File: src/rtl/and_if_pkg.sv
// Shared defaults and operand type for the registered bitwise-AND stream unit.
package and_if_pkg;
  localparam int AND_IF_WIDTH = 4;
  localparam int AND_IF_CNT_W = 16;
  typedef logic [AND_IF_WIDTH-1:0] operand_t;
endpackage

File: src/rtl/and_if_skid.sv
// Single-entry skid register: output stage plus one spill entry, strict FIFO order.
// Latency 1 cycle; i_rdy only reaches o_rdy through a register (o_rdy = spill entry empty).
module and_if_skid
  import and_if_pkg::*;
#(
  parameter int WIDTH = AND_IF_WIDTH
) (
  input  logic             clk,
  input  logic             rst,
  input  logic             i_vld,
  output logic             o_rdy,
  input  logic [WIDTH-1:0] i_dat,
  output logic             o_vld,
  input  logic             i_rdy,
  output logic [WIDTH-1:0] o_dat
);

  logic             r_out_vld;
  logic [WIDTH-1:0] r_out_dat;
  logic             r_skid_vld;
  logic [WIDTH-1:0] r_skid_dat;
  logic             w_in_xfer;
  logic             w_out_free;

  assign w_in_xfer  = i_vld & ~r_skid_vld;
  assign w_out_free = ~r_out_vld | i_rdy;

  // Output stage refills from the spill entry first; the spill entry only fills
  // while the output stage is stalled, so a full spill never has an empty output.
  always_ff @(posedge clk) begin
    if (rst) begin
      r_out_vld  <= 1'b0;
      r_out_dat  <= '0;
      r_skid_vld <= 1'b0;
      r_skid_dat <= '0;
    end else if (w_out_free) begin
      if (r_skid_vld) begin
        r_out_vld  <= 1'b1;
        r_out_dat  <= r_skid_dat;
        r_skid_vld <= 1'b0;
        r_skid_dat <= '0;
      end else if (w_in_xfer) begin
        r_out_vld <= 1'b1;
        r_out_dat <= i_dat;
      end else begin
        r_out_vld <= 1'b0;
        r_out_dat <= '0;
      end
    end else if (w_in_xfer) begin
      r_skid_vld <= 1'b1;
      r_skid_dat <= i_dat;
    end
  end

  assign o_rdy = ~r_skid_vld;
  assign o_vld = r_out_vld;
  assign o_dat = r_out_dat;

endmodule

File: src/rtl/and_if_unit.sv
// Registered a & b with valid/ready on both sides and a delivered-result counter.
// Optional zero flag on y when AND_IF_UNIT_ZERO_FLAG_EN is defined.
module and_if_unit
  import and_if_pkg::*;
#(
  parameter int WIDTH = AND_IF_WIDTH,
  parameter int CNT_W = AND_IF_CNT_W
) (
  input  logic             clk,
  input  logic             rst,
  input  logic             in_valid,
  output logic             in_ready,
  input  logic [WIDTH-1:0] a,
  input  logic [WIDTH-1:0] b,
  output logic             out_valid,
  input  logic             out_ready,
  output logic [WIDTH-1:0] y,
`ifdef AND_IF_UNIT_ZERO_FLAG_EN
  output logic             y_zero,
`endif
  output logic [CNT_W-1:0] txn_count
);

`ifdef AND_IF_UNIT_ZERO_FLAG_EN
  localparam int SW = WIDTH + 1;
`else
  localparam int SW = WIDTH;
`endif

  logic [WIDTH-1:0] w_and;
  logic [SW-1:0]    w_skid_in;
  logic [SW-1:0]    w_skid_out;
  logic [CNT_W-1:0] r_txn_count;

  assign w_and = a & b;

  // The zero flag rides through the skid with its data so it stays aligned under stall.
`ifdef AND_IF_UNIT_ZERO_FLAG_EN
  assign w_skid_in = {(w_and == '0), w_and};
  assign y_zero    = w_skid_out[WIDTH];
`else
  assign w_skid_in = w_and;
`endif
  assign y = w_skid_out[WIDTH-1:0];

  and_if_skid #(.WIDTH(SW)) u_skid (
    .clk   (clk),
    .rst   (rst),
    .i_vld (in_valid),
    .o_rdy (in_ready),
    .i_dat (w_skid_in),
    .o_vld (out_valid),
    .i_rdy (out_ready),
    .o_dat (w_skid_out)
  );

  always_ff @(posedge clk) begin
    if (rst) begin
      r_txn_count <= '0;
    end else if (out_valid && out_ready) begin
      r_txn_count <= r_txn_count + CNT_W'(1);
    end
  end

  assign txn_count = r_txn_count;

endmodule

File: config.mk
export PLATFORM = sky130hd
export DESIGN_NAME = and_if_unit
export DESIGN_NICKNAME = d
export VERILOG_FILES = /design/src/rtl/and_if_pkg.sv /design/src/rtl/and_if_skid.sv /design/src/rtl/and_if_unit.sv
export SDC_FILE = /design/constraint.sdc
export NUM_CORES = 1
export LEC_CHECK = 0
export CAP_MARGIN = 20
export CORE_ASPECT_RATIO = 0.75
export CORE_UTILIZATION = 48
export CTS_BUF_LIST = sky130_fd_sc_hd__clkbuf_4
export CTS_CLUSTER_SIZE = 12
export DETAILED_ROUTE_END_ITERATION = 12
export GPL_TIMING_DRIVEN = 0
export HOLD_SLACK_MARGIN = 0.02
export PLACE_DENSITY_LB_ADDON = 0.12
export SYNTH_ARGS = -nofsm -noshare
export SYNTH_HDL_FRONTEND = slang
export SYNTH_SLANG_ARGS = --single-unit
File: constraint.sdc
create_clock -name clk -period 2.55 [get_ports clk]
set_clock_uncertainty 0.2 [all_clocks]
set_input_delay 0.51 -clock clk [delete_from_list [all_inputs] [get_ports clk]]
set_output_delay 0.51 -clock clk [all_outputs]
set_load 0.05 [all_outputs]
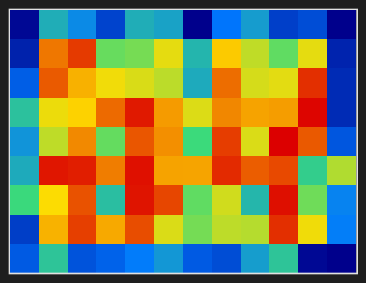
*Cell area per tile*
Scale: 6 px per um. The die is cut into 12 by 9 equal tiles; dark blue is low, red is high, 0 to 100% covered.
4.6% of the tiles are nearly empty. The densest ninth of the die: middle. 36% of the tiles are over 75% full. The mean over all tiles is 58%.
Core Area: 0.00210 mm2
Util after Layout: 0.713

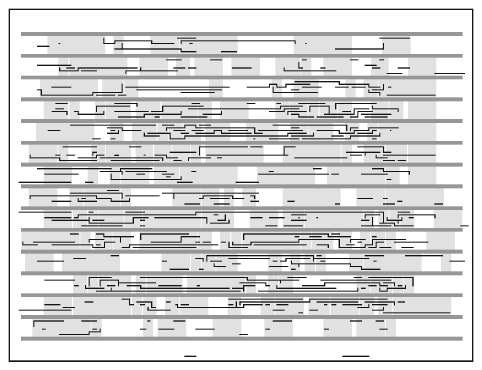
*Met1 routing*
Scale: 8 px per um. Supply wires on this layer in gray.
170 nets have wire on it. The wires run mostly horizontal. The layer carries 1230 um of wire.
met1 Use GR: 0.276
final WL: 2590 um

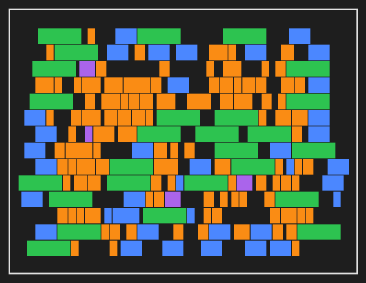
*Cell classes on the final placement*
Scale: 6 px per um.
Purple shows clock drivers and dummy loads, cells 4. Blue shows remaining buffers and delay cells, cells 37. Orange shows combinational and other logic, cells 104. Green shows sequential cells, cells 26.
final instance area: 0.00150 mm2
Placement Rows: 14
sequential fraction of total cell area: 0.348

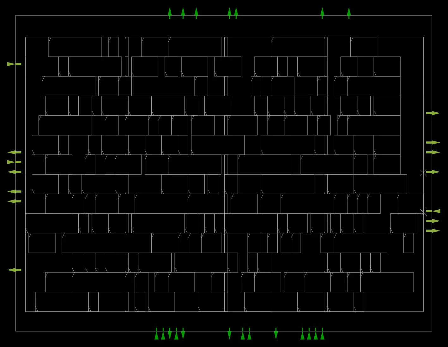
*Cell placement*
tap cells: 24
Post-Layout Cell Count: 195
flip-flops: 26

==> out/metrics.cfg <==
[worst_hold_path]
min_to = u_skid.o_dat[2]$_SDFFE_PP0P_
hold_depth = 2

[placement]
dpl.hpwl_um = 1930

[synth]
synth_chip_area_mm2 = 0.00112
synthesis.instances = 135
area_leaders = dfxtp_1, nand2_1, nor2_1
ff_type = dfxtp_1
synth-cells-yosys = 135
ys_seq_elements = 26

[detailed_routing]
drc = 2
drt_iter0_drc = 44
num_vias = 1056

[layout]
comb_area_um2 = 572
layout_top_cell = clkdlybuf4s50_1
n_all_inverters = 2

[setup_path]
worst-path-buf-inv = 1
crit_path_start = out_ready
rr_endpoint = txn_count[15]$_SDFFE_PP0P_
path_cells = clkdlybuf4s50_1, nand3_2, or4_4, or4_1, a21oi_1
slowest_delay_ns = 0.62
crit_arrival_ns = 2.55

[power]
peakVddDrop_mv = 0.303

[clock_tree]
clock_path_buffers = 2
clk_latency_ns = 0.34
cts_hold_buf = 0

[outcome]
status = finished, violations left
failed_checks = design-rule violations

[final_timing]
max_freq_mhz = 405

[global_route]
first_global_vias = 998

cells by family after synthesis:
group | after synthesis | share of synthesized area
adders and majority gates | 1 | 0.0112
xor gates and xnor gates | 10 | 0.0783
buffers and inverters | 7 | 0.0235
DFF | 26 | 0.465
and+or+nand+nor | 67 | 0.298
AOI/OAI and AO/OA | 23 | 0.114
muxes | 1 | 0.0101
routing by layer:
| layer | global-route usage | routed length (um) | up-vias |
|---|---|---|---|
| li1 | - | - | 544 |
| met4 | 0.114 | 44 | 0 |
| met5 | 0 | 0 | - |
| met1 | 0.276 | 1230 | 484 |
| met3 | 0.0627 | 112 | 4 |
| met2 | 0.365 | 1200 | 24 |
report_power, final:
part           switching (mW)  internal, mW  leakage [nW]
clock network           0.127        0.0577        0.0154
registers             0.00580         0.412         0.210
logic                  0.0430        0.0293         0.262
Power is estimated from default activity; no workload was simulated.
